Figure 1. Clock wiring as the flow saved it (run 1).
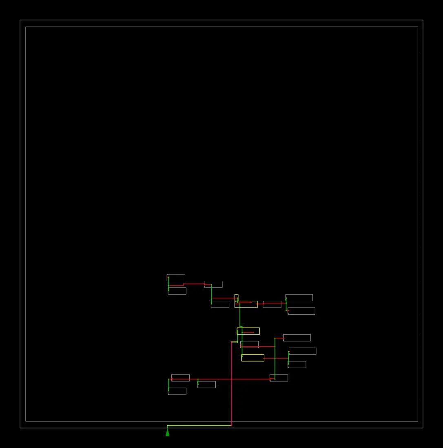
Figure 2. Met2 routing (run 1).
Drawn at 2 px/micron. Cells faint in the background.
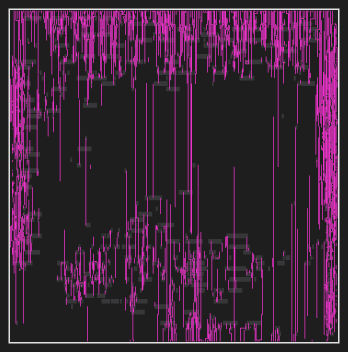
Figure 3. Pin placement (run 1).
Drawn at 1.5 px/micron. Pins as bars across the die edge, other pins in gray.
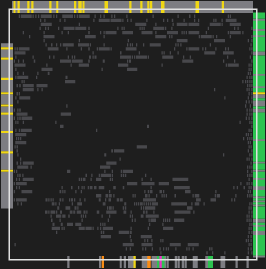
**config.mk**
```make
export PLATFORM = sky130hd
export DESIGN_NAME = obi_rr_arbiter
export DESIGN_NICKNAME = d
export VERILOG_FILES = /design/src/rtl/obi_arb_pkg.sv /design/src/rtl/obi_arb_rsp_fifo.sv /design/src/rtl/obi_rr_arbiter.sv
export SDC_FILE = /design/constraint.sdc
export NUM_CORES = 1
export LEC_CHECK = 0
export ABC_AREA = 1
export CORE_AREA = 2 2 162 164
export DETAILED_ROUTE_END_ITERATION = 7
export DIE_AREA = 0 0 164 166
export DONT_BUFFER_PORTS = 1
export GPL_TIMING_DRIVEN = 0
export PLACE_DENSITY = 0.32
export SLEW_MARGIN = 20
export SYNTH_ARGS = -nofsm -noshare
export SYNTH_HDL_FRONTEND = slang
export SYNTH_HIERARCHICAL = 1
export SYNTH_SLANG_ARGS = --single-unit
export TNS_END_PERCENT = 100
```
**constraint.sdc**
```tcl
create_clock -name clk_i -period 5.01 [get_ports clk_i]
set_input_delay 0.7515 -clock clk_i [delete_from_list [all_inputs] [get_ports clk_i]]
set_output_delay 0.7515 -clock clk_i [all_outputs]
set_load 0.05 [all_outputs]
```
**src/rtl/obi_arb_pkg.sv**
```systemverilog
`default_nettype none
// ============================================================================
// Module      : obi_arb_pkg
// Description : Shared types and helpers for the OBI round-robin arbiter.
//               - OBI_DATA_W : data bus width of every OBI port
//               - OBI_ADDR_W : widest address the request struct carries
//               - port_idx_w : bits needed to hold a port index (min 1)
//               - obi_req_t  : one request beat {addr, we, be, wdata}
// Revision    : 1.0 - initial release
// ============================================================================
package obi_arb_pkg;

    localparam int OBI_DATA_W = 32;
    localparam int OBI_BE_W   = OBI_DATA_W / 8;
    localparam int OBI_ADDR_W = 32;

    function automatic int port_idx_w(input int n);
        return (n > 1) ? $clog2(n) : 1;
    endfunction

    typedef struct packed {
        logic [OBI_ADDR_W-1:0] addr;
        logic                  we;
        logic [OBI_BE_W-1:0]   be;
        logic [OBI_DATA_W-1:0] wdata;
    } obi_req_t;

endpackage
`default_nettype wire

```
**src/rtl/obi_arb_rsp_fifo.sv**
```systemverilog
`default_nettype none
// ============================================================================
// Module      : obi_arb_rsp_fifo
// Description : Small in-order FIFO holding the port index of every granted,
//               not yet answered transaction. Head is read combinationally.
//   clk   in  clock
//   rst   in  synchronous active-high reset (empties the FIFO)
//   push  in  write din (ignored when full)
//   pop   in  drop head (ignored when empty)
//   din   in  port index to store
//   dout  out port index at the head
//   full  out DEPTH entries stored
//   empty out no entries stored
//   count out number of entries stored
// Revision    : 1.0 - initial release
// ============================================================================
module obi_arb_rsp_fifo #(
    parameter  int DEPTH   = 2,
    parameter  int WIDTH   = 2,
    localparam int C_CNT_W = $clog2(DEPTH + 1)
) (
    input  logic               clk,
    input  logic               rst,
    input  logic               push,
    input  logic               pop,
    input  logic [WIDTH-1:0]   din,
    output logic [WIDTH-1:0]   dout,
    output logic               full,
    output logic               empty,
    output logic [C_CNT_W-1:0] count
);

    localparam int C_PTR_W = (DEPTH > 1) ? $clog2(DEPTH) : 1;

    logic [WIDTH-1:0]   r_mem [DEPTH];
    logic [C_PTR_W-1:0] r_wr_ptr;
    logic [C_PTR_W-1:0] r_rd_ptr;
    logic [C_CNT_W-1:0] r_count;
    logic               w_do_push;
    logic               w_do_pop;

    // Pointers wrap at DEPTH, which need not be a power of two.
    function automatic logic [C_PTR_W-1:0] ptr_inc(input logic [C_PTR_W-1:0] p);
        return (p == C_PTR_W'(DEPTH - 1)) ? '0 : p + C_PTR_W'(1);
    endfunction

    assign full      = (r_count == C_CNT_W'(DEPTH));
    assign empty     = (r_count == '0);
    assign count     = r_count;
    assign dout      = r_mem[r_rd_ptr];
    assign w_do_push = push && !full;
    assign w_do_pop  = pop && !empty;

    always_ff @(posedge clk) begin
        if (w_do_push) begin
            r_mem[r_wr_ptr] <= din;
        end
    end

    always_ff @(posedge clk) begin
        if (rst) begin
            r_wr_ptr <= '0;
            r_rd_ptr <= '0;
            r_count  <= '0;
        end else begin
            if (w_do_push) begin
                r_wr_ptr <= ptr_inc(r_wr_ptr);
            end
            if (w_do_pop) begin
                r_rd_ptr <= ptr_inc(r_rd_ptr);
            end
            case ({w_do_push, w_do_pop})
                2'b10:   r_count <= r_count + C_CNT_W'(1);
                2'b01:   r_count <= r_count - C_CNT_W'(1);
                default: r_count <= r_count;
            endcase
        end
    end

endmodule
`default_nettype wire

```
**src/rtl/obi_rr_arbiter.sv**
```systemverilog
`default_nettype none
// ============================================================================
// Module      : obi_rr_arbiter
// Description : Shares one OBI port between NUM_PORTS requesters with
//               round-robin grant, an OBI request-stability lock and up to
//               MAX_OUTSTANDING in-order responses routed back by a FIFO of
//               port indices.
//   clk_i, rst_i                    clock, synchronous active-high reset
//   req_i/addr_i/we_i/be_i/wdata_i  per-port request channel
//   gnt_o                           per-port grant (same cycle as soc_gnt_i)
//   rvalid_o/rdata_o                per-port response (rdata 0 when idle)
//   soc_req_o..soc_wdata_o          unified request channel
//   soc_gnt_i                       unified grant
//   soc_rvalid_i/soc_rdata_i        unified response
//   rsp_err_o                       sticky: response with nothing outstanding
// Revision    : 1.0 - initial release
// ============================================================================
module obi_rr_arbiter
    import obi_arb_pkg::*;
#(
    parameter int NUM_PORTS       = 3,
    parameter int SOC_ADDR_WIDTH  = 32,
    parameter int MAX_OUTSTANDING = 2
) (
    input  logic                                      clk_i,
    input  logic                                      rst_i,
    input  logic [NUM_PORTS-1:0]                      req_i,
    input  logic [NUM_PORTS-1:0][SOC_ADDR_WIDTH-1:0]  addr_i,
    input  logic [NUM_PORTS-1:0]                      we_i,
    input  logic [NUM_PORTS-1:0][OBI_BE_W-1:0]        be_i,
    input  logic [NUM_PORTS-1:0][OBI_DATA_W-1:0]      wdata_i,
    output logic [NUM_PORTS-1:0]                      gnt_o,
    output logic [NUM_PORTS-1:0]                      rvalid_o,
    output logic [NUM_PORTS-1:0][OBI_DATA_W-1:0]      rdata_o,
    output logic                                      soc_req_o,
    output logic [SOC_ADDR_WIDTH-1:0]                 soc_addr_o,
    output logic                                      soc_we_o,
    output logic [OBI_BE_W-1:0]                       soc_be_o,
    output logic [OBI_DATA_W-1:0]                     soc_wdata_o,
    input  logic                                      soc_gnt_i,
    input  logic                                      soc_rvalid_i,
    input  logic [OBI_DATA_W-1:0]                     soc_rdata_i,
    output logic                                      rsp_err_o
);

    localparam int C_IDX_W = port_idx_w(NUM_PORTS);
    localparam int C_CNT_W = $clog2(MAX_OUTSTANDING + 1);

    logic [C_IDX_W-1:0] r_rr_ptr;
    logic               r_lock_vld;
    logic [C_IDX_W-1:0] r_lock_port;
    logic               r_err;

    logic [C_IDX_W-1:0] w_sel;
    logic [C_IDX_W-1:0] w_next_ptr;
    logic               w_soc_req;
    logic               w_grant;
    logic               w_push;
    logic               w_pop;
    logic [C_IDX_W-1:0] w_head;
    logic               w_full;
    logic               w_empty;
    logic [C_CNT_W-1:0] w_count;
    obi_req_t           w_sel_req;

    // First requesting port at or after ptr, wrapping; returns ptr when idle
    // (harmless: req_i[ptr] is then 0, so nothing is issued).
    function automatic logic [C_IDX_W-1:0] rr_pick(
        input logic [NUM_PORTS-1:0] req,
        input logic [C_IDX_W-1:0]   ptr
    );
        logic [C_IDX_W-1:0] pick;
        logic [C_IDX_W-1:0] cand;
        logic               found;
        int                 idx;
        pick  = ptr;
        found = 1'b0;
        for (int k = 0; k < NUM_PORTS; k++) begin
            idx = int'(ptr) + k;
            if (idx >= NUM_PORTS) begin
                idx = idx - NUM_PORTS;
            end
            cand = C_IDX_W'(idx);
            if (!found && req[cand]) begin
                pick  = cand;
                found = 1'b1;
            end
        end
        return pick;
    endfunction

    // A stalled request must be re-presented unchanged, so a held lock
    // overrides the round-robin search.
    assign w_sel = r_lock_vld ? r_lock_port : rr_pick(req_i, r_rr_ptr);

    assign w_next_ptr = (w_sel == C_IDX_W'(NUM_PORTS - 1)) ? '0 : w_sel + C_IDX_W'(1);

    // Full FIFO blocks issue even if a pop happens this cycle: no bypass.
    assign w_soc_req = !rst_i && req_i[w_sel] && (w_count < C_CNT_W'(MAX_OUTSTANDING));
    assign w_grant   = w_soc_req && soc_gnt_i;
    assign w_push    = w_grant && !w_full;
    assign w_pop     = !rst_i && soc_rvalid_i && !w_empty;

    always_comb begin
        w_sel_req = '0;
        if (w_soc_req) begin
            w_sel_req.addr  = OBI_ADDR_W'(addr_i[w_sel]);
            w_sel_req.we    = we_i[w_sel];
            w_sel_req.be    = be_i[w_sel];
            w_sel_req.wdata = wdata_i[w_sel];
        end
    end

    assign soc_req_o   = w_soc_req;
    assign soc_addr_o  = w_sel_req.addr[SOC_ADDR_WIDTH-1:0];
    assign soc_we_o    = w_sel_req.we;
    assign soc_be_o    = w_sel_req.be;
    assign soc_wdata_o = w_sel_req.wdata;
    assign rsp_err_o   = r_err && !rst_i;

    generate
        for (genvar p = 0; p < NUM_PORTS; p++) begin : g_port
            assign gnt_o[p]    = w_grant && (w_sel == C_IDX_W'(p));
            assign rvalid_o[p] = w_pop && (w_head == C_IDX_W'(p));
            assign rdata_o[p]  = rvalid_o[p] ? soc_rdata_i : '0;
        end
    endgenerate

    obi_arb_rsp_fifo #(
        .DEPTH (MAX_OUTSTANDING),
        .WIDTH (C_IDX_W)
    ) u_rsp_fifo (
        .clk   (clk_i),
        .rst   (rst_i),
        .push  (w_push),
        .pop   (w_pop),
        .din   (w_sel),
        .dout  (w_head),
        .full  (w_full),
        .empty (w_empty),
        .count (w_count)
    );

    always_ff @(posedge clk_i) begin
        if (rst_i) begin
            r_rr_ptr    <= '0;
            r_lock_vld  <= 1'b0;
            r_lock_port <= '0;
            r_err       <= 1'b0;
        end else begin
            if (soc_rvalid_i && w_empty) begin
                r_err <= 1'b1;
            end
            if (w_grant) begin
                r_rr_ptr   <= w_next_ptr;
                r_lock_vld <= 1'b0;
            end else if (w_soc_req) begin
                r_lock_vld  <= 1'b1;
                r_lock_port <= w_sel;
            end else begin
                // Locked requester withdrew: re-arbitrate next cycle.
                r_lock_vld <= 1'b0;
            end
        end
    end

endmodule
`default_nettype wire

```
==> results_slide.txt, run 1 <==
Flow Results at a Glance

Outcome
  • Outcome: finished clean

Worst setup path
  • Reg2reg start: r_rr_ptr[0]
  • Top delay family on crit path: buffers and inverters
  • WP depth: 17
  • Crit path largest cell delay: 610 ps
  • Worst path arrival time: 3660 ps
  • CP endpoint: soc_wdata_o[30]
  • Bufs and invs on worst path: 5
  • Crit path DRT: 4260 ps
  • Worst path most repeated cell: nand2_1
  • Reg2reg setup slack: 1560 ps
  • Worst path slowest cell: clkbuf_1

Final layout
  • Share of cells above drive strength 1: 20.4%
  • Combinational share of cell area: 69.9%
  • Non-clk bufs: 42
  • # diodes: 1
  • Final Util: 18.7%
  • Synthesis-to-finish area growth: 12.8%
  • Inverters: 79
  • Buffering overhead: 6.29%
  • Fraction of area in registers: 7.10%
  • Mi-comb count: 502
  • Non-Filler Instances: 978
  • Largest cell class: multi-input combinational cells
  • Dominant logic cell types in the final layout: nand2_1, nor2_1, a31oi_4, inv_1, clkbuf_1
  • Combinational Area: 0.00335 sq mm
  • FFs & Latches: 15
  • Fillers: 2973
  • Storage cell area: 340 sq um
  • Most common logic cell in the routed design: nand2_1
  • Finished Cell Area: 0.00479 sq mm

Synth
  • Synth top cells by count: nand2_1, nor2_1, a31oi_4, inv_1, clkbuf_1
  • Mean Syn Cell Area: 6.71 sq um
  • Seq/Total Area, Yosys: 8.01%
  • Mux contribution to synthesized area: 0.530%
  • Ys async rst share: 0%
  • Synth top area cells: a31oi_4, nand2_1, nor2_1, inv_1, dfxtp_1
  • Syn. warnings: 6
  • Count leader, synth: nand2_1
  • Synth cell types: 30
  • Post-Synth AOI/OAI Area: 35.8%
  • Synth area leader: a31oi_4
  • Mapped Cells: 633
  • Number of enable flip-flop cells: 4
  • Post-synthesis adder-cell area fraction: 1.47%
  • Xor/xnor share of the synthesized area: 0%
  • Yosys reg bits: 15
  • Top FF cell, synth: dfxtp_1

Routing
  • Max layer used: met5
  • Detail Route met2 WL: 10900 microns
  • Via-to-Cell Ratio: 4.38
  • Post-route ant nets: 0
  • Drt first pass iters: 4
  • DRC Markers: 0
  • Met3 wire len: 1250 microns

Final timing
  • Final critical-path share of the clock period: 88.0%
  • Final setup margin: 600 ps
  • Period minus WS final: 4410 ps
  • Unrepaired setup endpoints after global routing: false
  • Worst slew margin: 25.9%
  • Worst Tran Pin Value: 1110 ps

Clock network
  • Cts bufs inserted: 3
  • CTS tree: done
  • Max Root-Sink Buffers: 2
  • H-tree Lvls: 1
  • Postcts setup bufs: 0

Floorplan
  • Core footprint: 0.0256 sq mm
  • Row count: 59
  • Tap cells: 335
  • Area of the die: 0.0272 sq mm
  • Floorplan utilization: 16.6%

Placed design
  • # placed instances: 973
  • Place WS: 770 ps

GRT
  • GRT Max-Usage Layer: met2
  • Pin count of the biggest net entering global routing: 11
  • First-pass GRT wire length: 28400 microns
  • Gr ovfl total: 0
  • Routing usage on met1: 15.8%
  • All-layer global routing usage: 14.1%
  • Global Route met3 Usage: 1.65%

Job
  • Tool warnings: 29
  • Max-cap violations: 0

Hold path
  • Type of the most critical hold path: reg -> reg
  • Worst Hold Depth: 2
  • Worst hold endpoint: r_err
## Picture notes: Figure 1
Final Skew: 4.10 ps
CLK BUF: 4
Worst-Skew Late Latency: 240 ps
CTS sink cnt: 15

## Picture notes: Figure 2
nets with wire on the layer: 777
main direction: vertical
wire length on this layer: 10900 microns
longest straight run: 112 microns
share of all routed wire: 53%
routed vias: 4279
sum of routed wire length over all layers: 20700 microns
M2 GR Usage: 27.5%

## Picture notes: Figure 3
| color | port | pins | direction | edge |
|---|---|---|---|---|
| magenta | `soc_req_o` | 1 | output | bottom |
| green | `rdata_o` | 96 | output | 90 right, 6 bottom |
| orange | `gnt_o` | 3 | output | bottom |
| yellow | `soc_addr_o` | 32 | output | 21 top, 9 left, 1 right, 1 bottom |
all pins by edge: 174 top, 120 right, 81 left, 44 bottom
port bufs: 0
Die Span Y: 166 microns
die width: 164 microns

==> run 2: changes to the inputs <==
--- a/config.mk
+++ b/config.mk
@@ -7,6 +7,7 @@
 export LEC_CHECK = 0
 export ABC_AREA = 1
 export CORE_AREA = 2 2 162 164
+export CTS_CLUSTER_DIAMETER = 30
 export DETAILED_ROUTE_END_ITERATION = 7
 export DIE_AREA = 0 0 164 166
 export DONT_BUFFER_PORTS = 1
Figure 4. Met2 routing (run 2).
Drawn at 2 px/micron. Cells faint in the background.
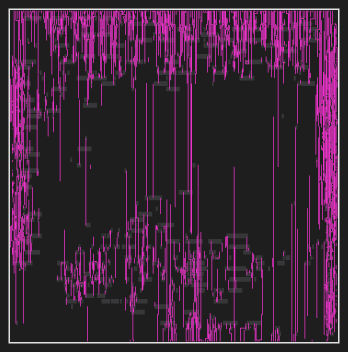
main direction: vertical
share of all routed wire: 53%
wire length on this layer: 10900 microns

Figure 5. Pin placement (run 2).
Drawn at 1.5 px/micron. Pins as bars across the die edge, other pins in gray.
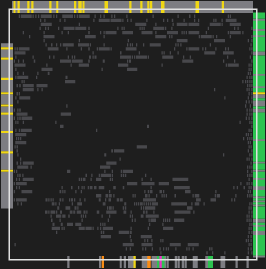
| color | port | pins | direction | edge |
|---|---|---|---|---|
| magenta | `soc_req_o` | 1 | output | bottom |
| orange | `gnt_o` | 3 | output | bottom |
| yellow | `soc_addr_o` | 32 | output | 21 top, 9 left, 1 right, 1 bottom |
| green | `rdata_o` | 96 | output | 90 right, 6 bottom |
all pins by edge: 174 top, 120 right, 81 left, 44 bottom

==> results_slide.txt, run 2 <==
Flow Results at a Glance

Worst setup path
  • CP endpoint: soc_wdata_o[30] (unchanged)
  • Bufs and invs on worst path: 5 (unchanged)
  • Crit path DRT: 4260 ps (about the same)
  • Reg2reg start: r_rr_ptr[0] (unchanged)
  • R2R Path End: u_rsp_fifo/count[1] (unchanged)
  • Worst path arrival time: 3660 ps (about the same)
  • Worst path most repeated cell: nand2_1 (unchanged)
  • Reg2reg setup slack: 1560 ps (about the same)
  • Top delay family on crit path: buffers and inverters (unchanged)
  • Worst path slowest cell: clkbuf_1 (unchanged)
  • Crit path largest cell delay: 610 ps (about the same)
  • WP depth: 17 (unchanged)
  • Crit-path max FO: 10 (unchanged)

GRT
  • Routing usage on met1: 15.8% (unchanged)
  • M2 GR Usage: 27.5% (unchanged)
  • First-pass GRT wire length: 28400 microns (unchanged)
  • Global Route met3 Usage: 1.65% (unchanged)
  • Pin count of the biggest net entering global routing: 11 (unchanged)
  • Gr ovfl total: 0 (unchanged)
  • GRT Max-Usage Layer: met2 (unchanged)
  • All-layer global routing usage: 14.1% (unchanged)

Final timing
  • Period minus WS final: 4410 ps (unchanged)
  • Worst Tran Pin Value: 1110 ps (unchanged)
  • Worst slew margin: 25.9% (unchanged)
  • Unrepaired setup endpoints after global routing: false (unchanged)
  • Final setup margin: 600 ps (unchanged)
  • Final Skew: 4.10 ps (unchanged)
  • Final critical-path share of the clock period: 88.0% (unchanged)

Floorplan
  • Area of the die: 0.0272 sq mm (unchanged)
  • Tap cells: 335 (unchanged)
  • Die Span Y: 166 microns (unchanged)
  • Core footprint: 0.0256 sq mm (unchanged)
  • Floorplan utilization: 16.6% (unchanged)
  • Die width: 164 microns (unchanged)
  • Row count: 59 (unchanged)

Placed design
  • # placed instances: 973 (unchanged)
  • Hpwl dp: 18000 microns (unchanged)
  • Place WS: 770 ps (unchanged)
  • Port bufs: 0 (unchanged)

Final layout
  • Share of cells above drive strength 1: 20.4% (unchanged)
  • Combinational share of cell area: 69.9% (unchanged)
  • Most common logic cell in the routed design: nand2_1 (unchanged)
  • Largest cell class: multi-input combinational cells (unchanged)
  • Inverters: 79 (unchanged)
  • CLK BUF: 4 (unchanged)
  • Fraction of area in registers: 7.10% (unchanged)
  • Storage cell area: 340 sq um (unchanged)
  • Final Util: 18.7% (unchanged)
  • Dominant logic cell types in the final layout: nand2_1, nor2_1, a31oi_4, inv_1, clkbuf_1 (unchanged)
  • Synthesis-to-finish area growth: 12.8% (unchanged)
  • Buffering overhead: 6.29% (unchanged)
  • Combinational Area: 0.00335 sq mm (unchanged)
  • Non-clk bufs: 42 (unchanged)
  • # diodes: 1 (unchanged)
  • FFs & Latches: 15 (unchanged)
  • Non-Filler Instances: 978 (unchanged)
  • Finished Cell Area: 0.00479 sq mm (unchanged)
  • Most flops, register: u_rsp_fifo/r_mem (unchanged)
  • Mi-comb count: 502 (unchanged)
  • Fillers: 2973 (unchanged)

Synth
  • Top FF cell, synth: dfxtp_1 (unchanged)
  • Number of enable flip-flop cells: 4 (unchanged)
  • Simple share: 40.8% (unchanged)
  • Synth top area cells: a31oi_4, nand2_1, nor2_1, inv_1, dfxtp_1 (unchanged)
  • Count leader, synth: nand2_1 (unchanged)
  • Mean Syn Cell Area: 6.71 sq um (unchanged)
  • Ys async rst share: 0% (unchanged)
  • Mapped Cells: 633 (unchanged)
  • Synth area leader: a31oi_4 (unchanged)
  • Xor/xnor share of the synthesized area: 0% (unchanged)
  • Synth top cells by count: nand2_1, nor2_1, a31oi_4, inv_1, clkbuf_1 (unchanged)
  • Syn. warnings: 6 (unchanged)
  • Seq/Total Area, Yosys: 8.01% (unchanged)
  • Mux contribution to synthesized area: 0.530% (unchanged)
  • Yosys reg bits: 15 (unchanged)
  • Post-Synth AOI/OAI Area: 35.8% (unchanged)
  • Post-synthesis adder-cell area fraction: 1.47% (unchanged)
  • Synth cell types: 30 (unchanged)

Clock network
  • Max Root-Sink Buffers: 2 (unchanged)
  • Cts bufs inserted: 3 (unchanged)
  • Postcts setup bufs: 0 (unchanged)
  • H-tree Lvls: 1 (unchanged)
  • Worst-Skew Late Latency: 240 ps (about the same)
  • CTS sink cnt: 15 (unchanged)
  • CTS clock-pin slew for the worst setup and hold paths: 50 ps (about the same)
  • CTS tree: done (unchanged)

Routing
  • Post-route ant nets: 0 (unchanged)
  • Met3 wire len: 1250 microns (unchanged)
  • Routed vias: 4279 (unchanged)
  • Drt first pass iters: 4 (unchanged)
  • DR iter-0 viols: 144 (unchanged)
  • Max layer used: met5 (unchanged)
  • WL/cell: 21.1 microns (unchanged)
  • DRC Markers: 0 (unchanged)
  • Via-to-Cell Ratio: 4.38 (unchanged)
  • WL met1: 7930 microns (unchanged)
  • Sum of routed wire length over all layers: 20700 microns (unchanged)
  • Detail Route met2 WL: 10900 microns (unchanged)

Hold path
  • Type of the most critical hold path: reg -> reg (unchanged)
  • Worst hold endpoint: r_err (unchanged)
  • Worst Hold Depth: 2 (unchanged)

Outcome
  • Outcome: finished clean (unchanged)

Job
  • Max-cap violations: 0 (unchanged)
  • Tool warnings: 29 (unchanged)
